`src/rtl/c_pkg.sv`:
```
// Shared types for the unary admission block: skid-buffer state and the buffered entry.
`default_nettype none

package c_pkg;

  // Wide enough for any vector up to 2^16-1 bits; c_admit uses only the low bits.
  localparam int C_VAL_MAX_W = 16;

  typedef enum logic [1:0] {
    ST_EMPTY = 2'd0,
    ST_ONE   = 2'd1,
    ST_FULL  = 2'd2
  } buf_state_e;

  typedef struct packed {
    logic [C_VAL_MAX_W-1:0] value;
    logic                   cmpl;
  } entry_t;

endpackage

`default_nettype wire

```
`src/rtl/c_skid.sv`:
```
// Two-entry skid buffer with a registered ready; head register drives the output.
`default_nettype none

module c_skid
  import c_pkg::*;
#(
  parameter type T = entry_t
) (
  input  logic clk,
  input  logic rst,
  input  logic push_i,
  input  T     data_i,
  output logic rdy_o,
  output logic vld_o,
  input  logic pop_i,
  output T     data_o
);

  buf_state_e state_q, state_d;
  T           head_q, head_d;
  T           tail_q, tail_d;
  logic       rdy_q, rdy_d;
  logic       push, pop;

  assign vld_o  = (state_q != ST_EMPTY);
  assign rdy_o  = rdy_q;
  assign data_o = head_q;

  always_ff @(posedge clk) begin
    if (rst) begin
      state_q <= ST_EMPTY;
      head_q  <= '0;
      tail_q  <= '0;
      rdy_q   <= 1'b0;
    end else begin
      state_q <= state_d;
      head_q  <= head_d;
      tail_q  <= tail_d;
      rdy_q   <= rdy_d;
    end
  end

  always_comb begin
    state_d = state_q;
    head_d  = head_q;
    tail_d  = tail_q;
    push    = push_i & rdy_q;
    pop     = vld_o & pop_i;
    case (state_q)
      ST_EMPTY: begin
        if (push) begin
          head_d  = data_i;
          state_d = ST_ONE;
        end
      end
      ST_ONE: begin
        case ({push, pop})
          2'b10: begin
            tail_d  = data_i;
            state_d = ST_FULL;
          end
          2'b01:   state_d = ST_EMPTY;
          2'b11:   head_d  = data_i;
          default: state_d = ST_ONE;
        endcase
      end
      ST_FULL: begin
        // Ready is low here, so only a pop can occur.
        if (pop) begin
          head_d  = tail_q;
          state_d = ST_ONE;
        end
      end
      default: state_d = ST_EMPTY;
    endcase
    rdy_d = (state_d != ST_FULL);
  end

endmodule

`default_nettype wire

```
`src/rtl/c_admit.sv`:
```
// Admits unary / complemented-unary vectors, decodes their value, buffers them and
// keeps saturating admit/reject statistics.
`default_nettype none

module c_admit
  import c_pkg::*;
#(
  parameter int P_W                   = 16,
  parameter int P_ADMIT_COMPLIMENT_EN = 1,
  parameter int P_CNT_W               = 16
) (
  input  logic                       clk,
  input  logic                       rst,
  input  logic                       i_vld,
  output logic                       o_rdy,
  input  logic [P_W-1:0]             i_x,
  input  logic                       i_is_unary,
  input  logic                       i_is_unary_n,
  output logic                       o_vld,
  input  logic                       i_rdy,
  output logic [$clog2(P_W+1)-1:0]   o_value,
  output logic                       o_cmpl,
  input  logic                       i_clr_stats,
  output logic [P_CNT_W-1:0]         o_admit_cnt,
  output logic [P_CNT_W-1:0]         o_reject_cnt
);

  localparam int VAL_W = $clog2(P_W + 1);

  logic [VAL_W-1:0]   ones;
  logic [VAL_W-1:0]   dec_val;
  logic               accept, take_unary, take_cmpl, admit, reject;
  logic               skid_rdy;
  entry_t             entry_in, entry_out;
  logic [P_CNT_W-1:0] admit_cnt_q, admit_cnt_d;
  logic [P_CNT_W-1:0] reject_cnt_q, reject_cnt_d;
  logic               unused_val_hi;

  always_comb begin
    ones = '0;
    for (int k = 0; k < P_W; k++) begin
      ones = ones + VAL_W'(i_x[k]);
    end
  end

  // Unary wins when both decisions fire (all-zeros / all-ones vectors).
  assign take_unary = i_is_unary;
  assign take_cmpl  = ~i_is_unary & i_is_unary_n & (P_ADMIT_COMPLIMENT_EN != 0);
  assign accept     = i_vld & skid_rdy;
  assign admit      = accept & (take_unary | take_cmpl);
  assign reject     = accept & ~(take_unary | take_cmpl);

  assign dec_val        = take_cmpl ? (VAL_W'(P_W) - ones) : ones;
  assign entry_in.value = C_VAL_MAX_W'(dec_val);
  assign entry_in.cmpl  = take_cmpl;

  c_skid #(
    .T (entry_t)
  ) u_skid (
    .clk    (clk),
    .rst    (rst),
    .push_i (admit),
    .data_i (entry_in),
    .rdy_o  (skid_rdy),
    .vld_o  (o_vld),
    .pop_i  (i_rdy),
    .data_o (entry_out)
  );

  assign o_rdy         = skid_rdy;
  assign o_value       = entry_out.value[VAL_W-1:0];
  assign o_cmpl        = entry_out.cmpl;
  assign unused_val_hi = ^entry_out.value;

  always_comb begin
    admit_cnt_d  = admit_cnt_q;
    reject_cnt_d = reject_cnt_q;
    if (i_clr_stats) begin
      admit_cnt_d  = '0;
      reject_cnt_d = '0;
    end else begin
      if (admit && (admit_cnt_q != '1))
        admit_cnt_d = admit_cnt_q + 1'b1;
      if (reject && (reject_cnt_q != '1))
        reject_cnt_d = reject_cnt_q + 1'b1;
    end
  end

  always_ff @(posedge clk) begin
    if (rst) begin
      admit_cnt_q  <= '0;
      reject_cnt_q <= '0;
    end else begin
      admit_cnt_q  <= admit_cnt_d;
      reject_cnt_q <= reject_cnt_d;
    end
  end

  assign o_admit_cnt  = admit_cnt_q;
  assign o_reject_cnt = reject_cnt_q;

endmodule

`default_nettype wire
```
`config.mk`:
```
export PLATFORM = sky130hd
export DESIGN_NAME = c_admit
export DESIGN_NICKNAME = d
export VERILOG_FILES = /design/src/rtl/c_pkg.sv /design/src/rtl/c_skid.sv /design/src/rtl/c_admit.sv
export SDC_FILE = /design/constraint.sdc
export NUM_CORES = 1
export LEC_CHECK = 0
export CAP_MARGIN = 20
export CORE_ASPECT_RATIO = 0.8
export CORE_MARGIN = 2
export CORE_UTILIZATION = 42
export CTS_CLUSTER_SIZE = 16
export DETAILED_ROUTE_END_ITERATION = 7
export GPL_ROUTABILITY_DRIVEN = 0
export PLACE_DENSITY = 0.7
export REMOVE_ABC_BUFFERS = 1
export SYNTH_ARGS = -nofsm -noshare
export SYNTH_HDL_FRONTEND = slang
export SYNTH_SLANG_ARGS = --single-unit
```
`constraint.sdc`:
```
create_clock -name clk -period 13.9 [get_ports clk]
set_clock_uncertainty 0.05 [all_clocks]
set_input_delay 2.085 -clock clk [delete_from_list [all_inputs] [get_ports clk]]
set_output_delay 2.085 -clock clk [all_outputs]
set_load 0.05 [all_outputs]
```
==> results.sh, run 1 <==
# yosys + openroad results
export IMPL_status="finished, final reports clean"
export IMPL_lay_top_cells="clkdlybuf4s50_1, nor2_1, dfxtp_1"
export IMPL_post_cts_buffers=0
export IMPL_postSynthSeqShare_pct=34.1
export IMPL_clkCellAreaFrac_pct=2.31
export IMPL_worst_ep_required_time_ps=14070
export IMPL_place_area_sq_um=3440
export IMPL_logic_area_sq_um=1670
export IMPL_cts_htree_levels=2
export IMPL_mux_area_share_pct=3.63
export IMPL_io_pins=63
export IMPL_clk_pin_slew_ps=80
export IMPL_postCtsHoldBufs=0
export IMPL_die_w_um=94.6
export IMPL_detail_route_first_pass_iterations=4
export IMPL_slowest_delay_ps=530
export IMPL_hold_end="u_skid.data_o[2]"
export IMPL_nWellTaps=84
export IMPL_utilization_pct=55.2
export IMPL_maxSlewViolCount=0
export IMPL_routed_wl_um=5940
export IMPL_hold_slack_ps=409
export IMPL_yosysTopAreaCell="dfxtp_1"
export IMPL_die_y_um=76.5
export IMPL_arrival_ps=6540
export IMPL_avgViaCountPerCell=5.22
export IMPL_fin_area_sq_um=3520
export IMPL_path_cells="clkdlybuf4s50_1 > inv_1 > fa_1 > inv_1 > fa_1 > fa_1 > inv_1 > fa_1 > inv_1 > ha_1 > fa_1 > inv_1 > ha_1 > nand3b_1 > o311ai_0 > o21ai_0 > a21oi_1"
export IMPL_period_needed_ps=6370
export IMPL_comb_cell_power_w=0.000150
export IMPL_edf_count=0
export IMPL_core_area_sq_um=6380
export IMPL_grt_pass1_wl_um=10100
export IMPL_cp_depth=17
export IMPL_power_w=0.000371
export IMPL_hold_path_class="reg2reg"
export IMPL_drc=0
export IMPL_worstPathMaxFanout=3
export IMPL_n_antenna_cell=0
export IMPL_yosys_warnings=0
export IMPL_maxSlewHeadroom_pct=54.4
export IMPL_first_global_vias=2259
export IMPL_synth_distinct_cells=48
export IMPL_clkbuf_count=7
export IMPL_cts_sinks=47
export IMPL_drive_gt1_share_pct=3.77
export IMPL_power_density_nw_per_um2=105
export IMPL_syn_area_per_cell_sq_um=8.82
export IMPL_hold_path_cell_count=2
export IMPL_pwr_share_clk_pct=21.9
export IMPL_reg2reg_slack_ps=11810
export IMPL_powerClk_w=0.0000811
export IMPL_crit_family="adder cells"
export IMPL_adder_share_pct=10.9
export IMPL_antenna_found_initial=0
export IMPL_root_buffer="clkbuf_8"
export IMPL_tightest_slew_ps=680
export IMPL_buffer_area_share_pct=17.6
export IMPL_flops=47
export IMPL_fp_row_count=26
export IMPL_slowest_stage="fa_1"
export IMPL_worst_slack_ps=7530
export IMPL_met1_usage_pct=23.5
export IMPL_flop_cell="dfxtp_1"
export IMPL_warning_count=25
export IMPL_p_seq_w=0.000140
export IMPL_r2r_start="o_reject_cnt[0]"
export IMPL_fin_crit_sh_pct=45.8
export IMPL_fin_cells=455
export IMPL_synthArstFlopShare_pct=0
export IMPL_synthTopCellsByCount="dfxtp_1, nor2_1, inv_1"
==> run_1/congestion_map.png <==
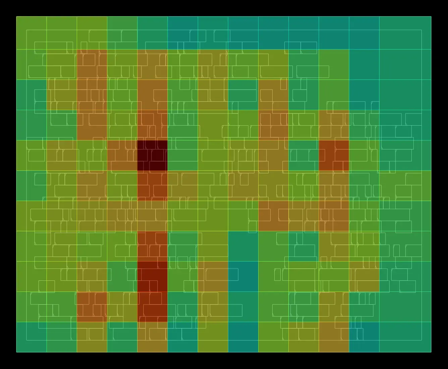
M2 GR Usage: 25.5%
wire per inst: 13.1 um

==> run_1/clock_wires.png <==
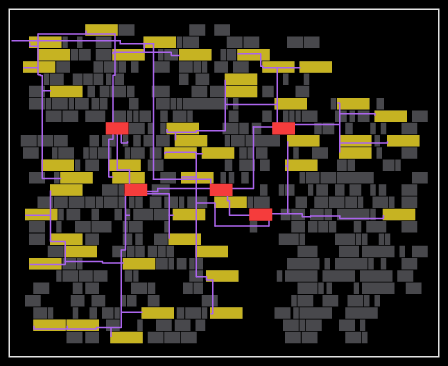
Key: clock-net drivers = red [count 5]; flip-flops = yellow [count 47]; clock wires = purple [length 635 um]
There are 6 routed clock nets. Position of the flops: all over the die.

==> run_1/layers.png <==
The bar under the picture is 20 um long.
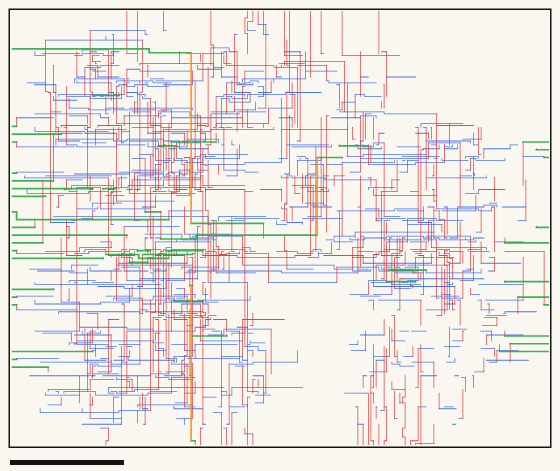
Key: M2 = red [wire length 2520 um]; M1 = blue [wire length 3000 um]; M4 = orange [wire length 70.7 um]; M3 = green [wire length 353 um]

## Run 2: what changed since run 1
==> constraint.sdc (replaced) <==
create_clock -name clk -period 6.24 [get_ports clk]
set_clock_uncertainty 0.05 [all_clocks]
set_input_delay 0.936 -clock clk [delete_from_list [all_inputs] [get_ports clk]]
set_output_delay 0.936 -clock clk [all_outputs]
set_load 0.05 [all_outputs]
==> run_2/gates.png <==
The bar under the picture is 20 um long.
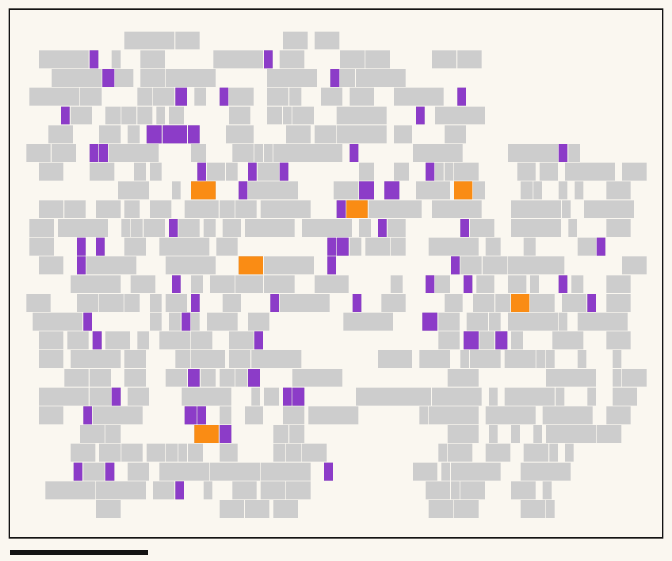
Key: nor cells = purple [cells 63]; non-inverting ao/oa cells = orange [cells 6]

==> results.sh, run 2 <==
# yosys + openroad results
export IMPL_rsz0062_at_grt="no"
export IMPL_initCoreUtil_pct=43.3
export IMPL_drc=0
export IMPL_finalSetupViolations=0
export IMPL_maxSlewHeadroom_pct=54.7
export IMPL_buffer_area_share_pct=17.5
export IMPL_flops=47
export IMPL_hold_start="u_skid.data_o[2]"
export IMPL_routed_wl_um=5900
export IMPL_mux_area_share_pct=3.63
export IMPL_lay_top_cells="clkdlybuf4s50_1, nor2_1, dfxtp_1"
export IMPL_die_y_um=76.5
export IMPL_fin_crit_sh_pct=83.0
export IMPL_met1_usage_pct=24.1
export IMPL_arrival_ps=5350
export IMPL_cts_resized=0
export IMPL_slowest_stage="fa_1"
export IMPL_hold_path_class="reg2reg"
export IMPL_clkCellAreaFrac_pct=2.90
export IMPL_adder_share_pct=10.9
export IMPL_tightest_slew_ps=676
export IMPL_synth_flops=47
export IMPL_reg2reg_slack_ps=4160
export IMPL_n_antenna_cell=0
export IMPL_worst_slack_ps=1060
export IMPL_postSynthSeqShare_pct=34.1
export IMPL_grt_pass1_wl_um=10100
export IMPL_postCtsHoldBufs=0
export IMPL_syn_area_per_cell_sq_um=8.82
export IMPL_p_seq_w=0.000312
export IMPL_worstPathMaxFanout=3
export IMPL_status="finished, final reports clean"
export IMPL_grt_use_met2_pct=25.6
export IMPL_detail_route_first_pass_iterations=4
export IMPL_cts_buffers=5
export IMPL_flop_cell="dfxtp_1"
export IMPL_synthArstFlopShare_pct=0
export IMPL_avgViaCountPerCell=5.22
export IMPL_wl_met2_um=2510
export IMPL_worst_ep_required_time_ps=6410
export IMPL_place_area_sq_um=3440
export IMPL_edf_count=0
export IMPL_yosysTopAreaCell="dfxtp_1"
export IMPL_root_buffer="clkbuf_8"
export IMPL_core_area_sq_um=6380
export IMPL_wire_per_inst_um=13.0
export IMPL_synthTopCellsByCount="dfxtp_1, nor2_1, inv_1"
export IMPL_antenna_found_initial=0
export IMPL_fin_cells=454
export IMPL_max_cap_violations=0
export IMPL_syn_area_sq_um=2760
export IMPL_comb_cell_power_w=0.000335
export IMPL_hold_path_cell_count=2
export IMPL_warning_count=25
export IMPL_fp_row_count=26
export IMPL_drive_gt1_share_pct=3.78
export IMPL_power_share_switching_pct=34.3
export IMPL_utilization_pct=55.5
export IMPL_fin_area_sq_um=3540
export IMPL_multi_input_comb_cells=226
export IMPL_dp_worst_setup_slack_ps=728
export IMPL_pwr_share_clk_pct=25.3
export IMPL_nWellTaps=84
export IMPL_top_area_share_pct=34.1
export IMPL_crit_family="adder cells"
export IMPL_die_w_um=94.6
export IMPL_yosys_warnings=0
export IMPL_first_global_vias=2243
export IMPL_slowest_delay_ps=530
export IMPL_layout_cells_most_common="clkdlybuf4s50_1"
export IMPL_logic_area_sq_um=1670
export IMPL_path_cells="clkdlybuf4s50_1 > inv_1 > fa_1 > inv_1 > fa_1 > fa_1 > inv_1 > fa_1 > inv_1 > ha_1 > fa_1 > inv_1 > ha_1 > nand3b_1 > o311ai_0 > o21ai_0 > a21oi_1"
export IMPL_post_cts_buffers=0
export IMPL_clk_pin_slew_ps=80
export IMPL_cts_htree_levels=2
export IMPL_compound_area_share_pct=15.1
export IMPL_clkbuf_count=6
export IMPL_synth_distinct_cells=48
export IMPL_r2r_start="o_reject_cnt[0]"
export IMPL_cp_startpoint="i_x[0]"
export IMPL_power_w=0.000866
export IMPL_hold_end="u_skid.data_o[2]"
export IMPL_maxSlewViolCount=0
export IMPL_io_pins=63
export IMPL_dominant_cells="logic gates"
export IMPL_cp_depth=17
export IMPL_powerClk_w=0.000219
export IMPL_period_needed_ps=5180
export IMPL_inv_count=28
export IMPL_power_density_nw_per_um2=245
export IMPL_cts_sinks=47
export IMPL_hold_slack_ps=409
==> run_2/util_map.png <==
9 x 8 tiles, from dark blue (low) to red (high), 0 to 100% covered.
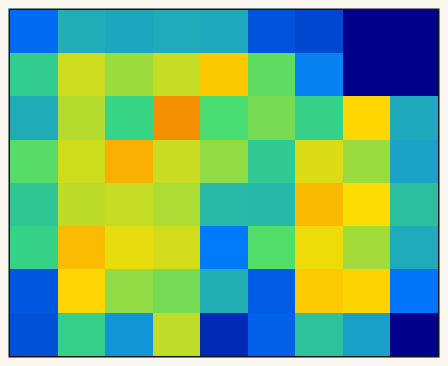
The mean over all tiles is 48%. The fullest tile reaches 84%. 13% of the tiles are over 75% full. 6.9% of the tiles are nearly empty.

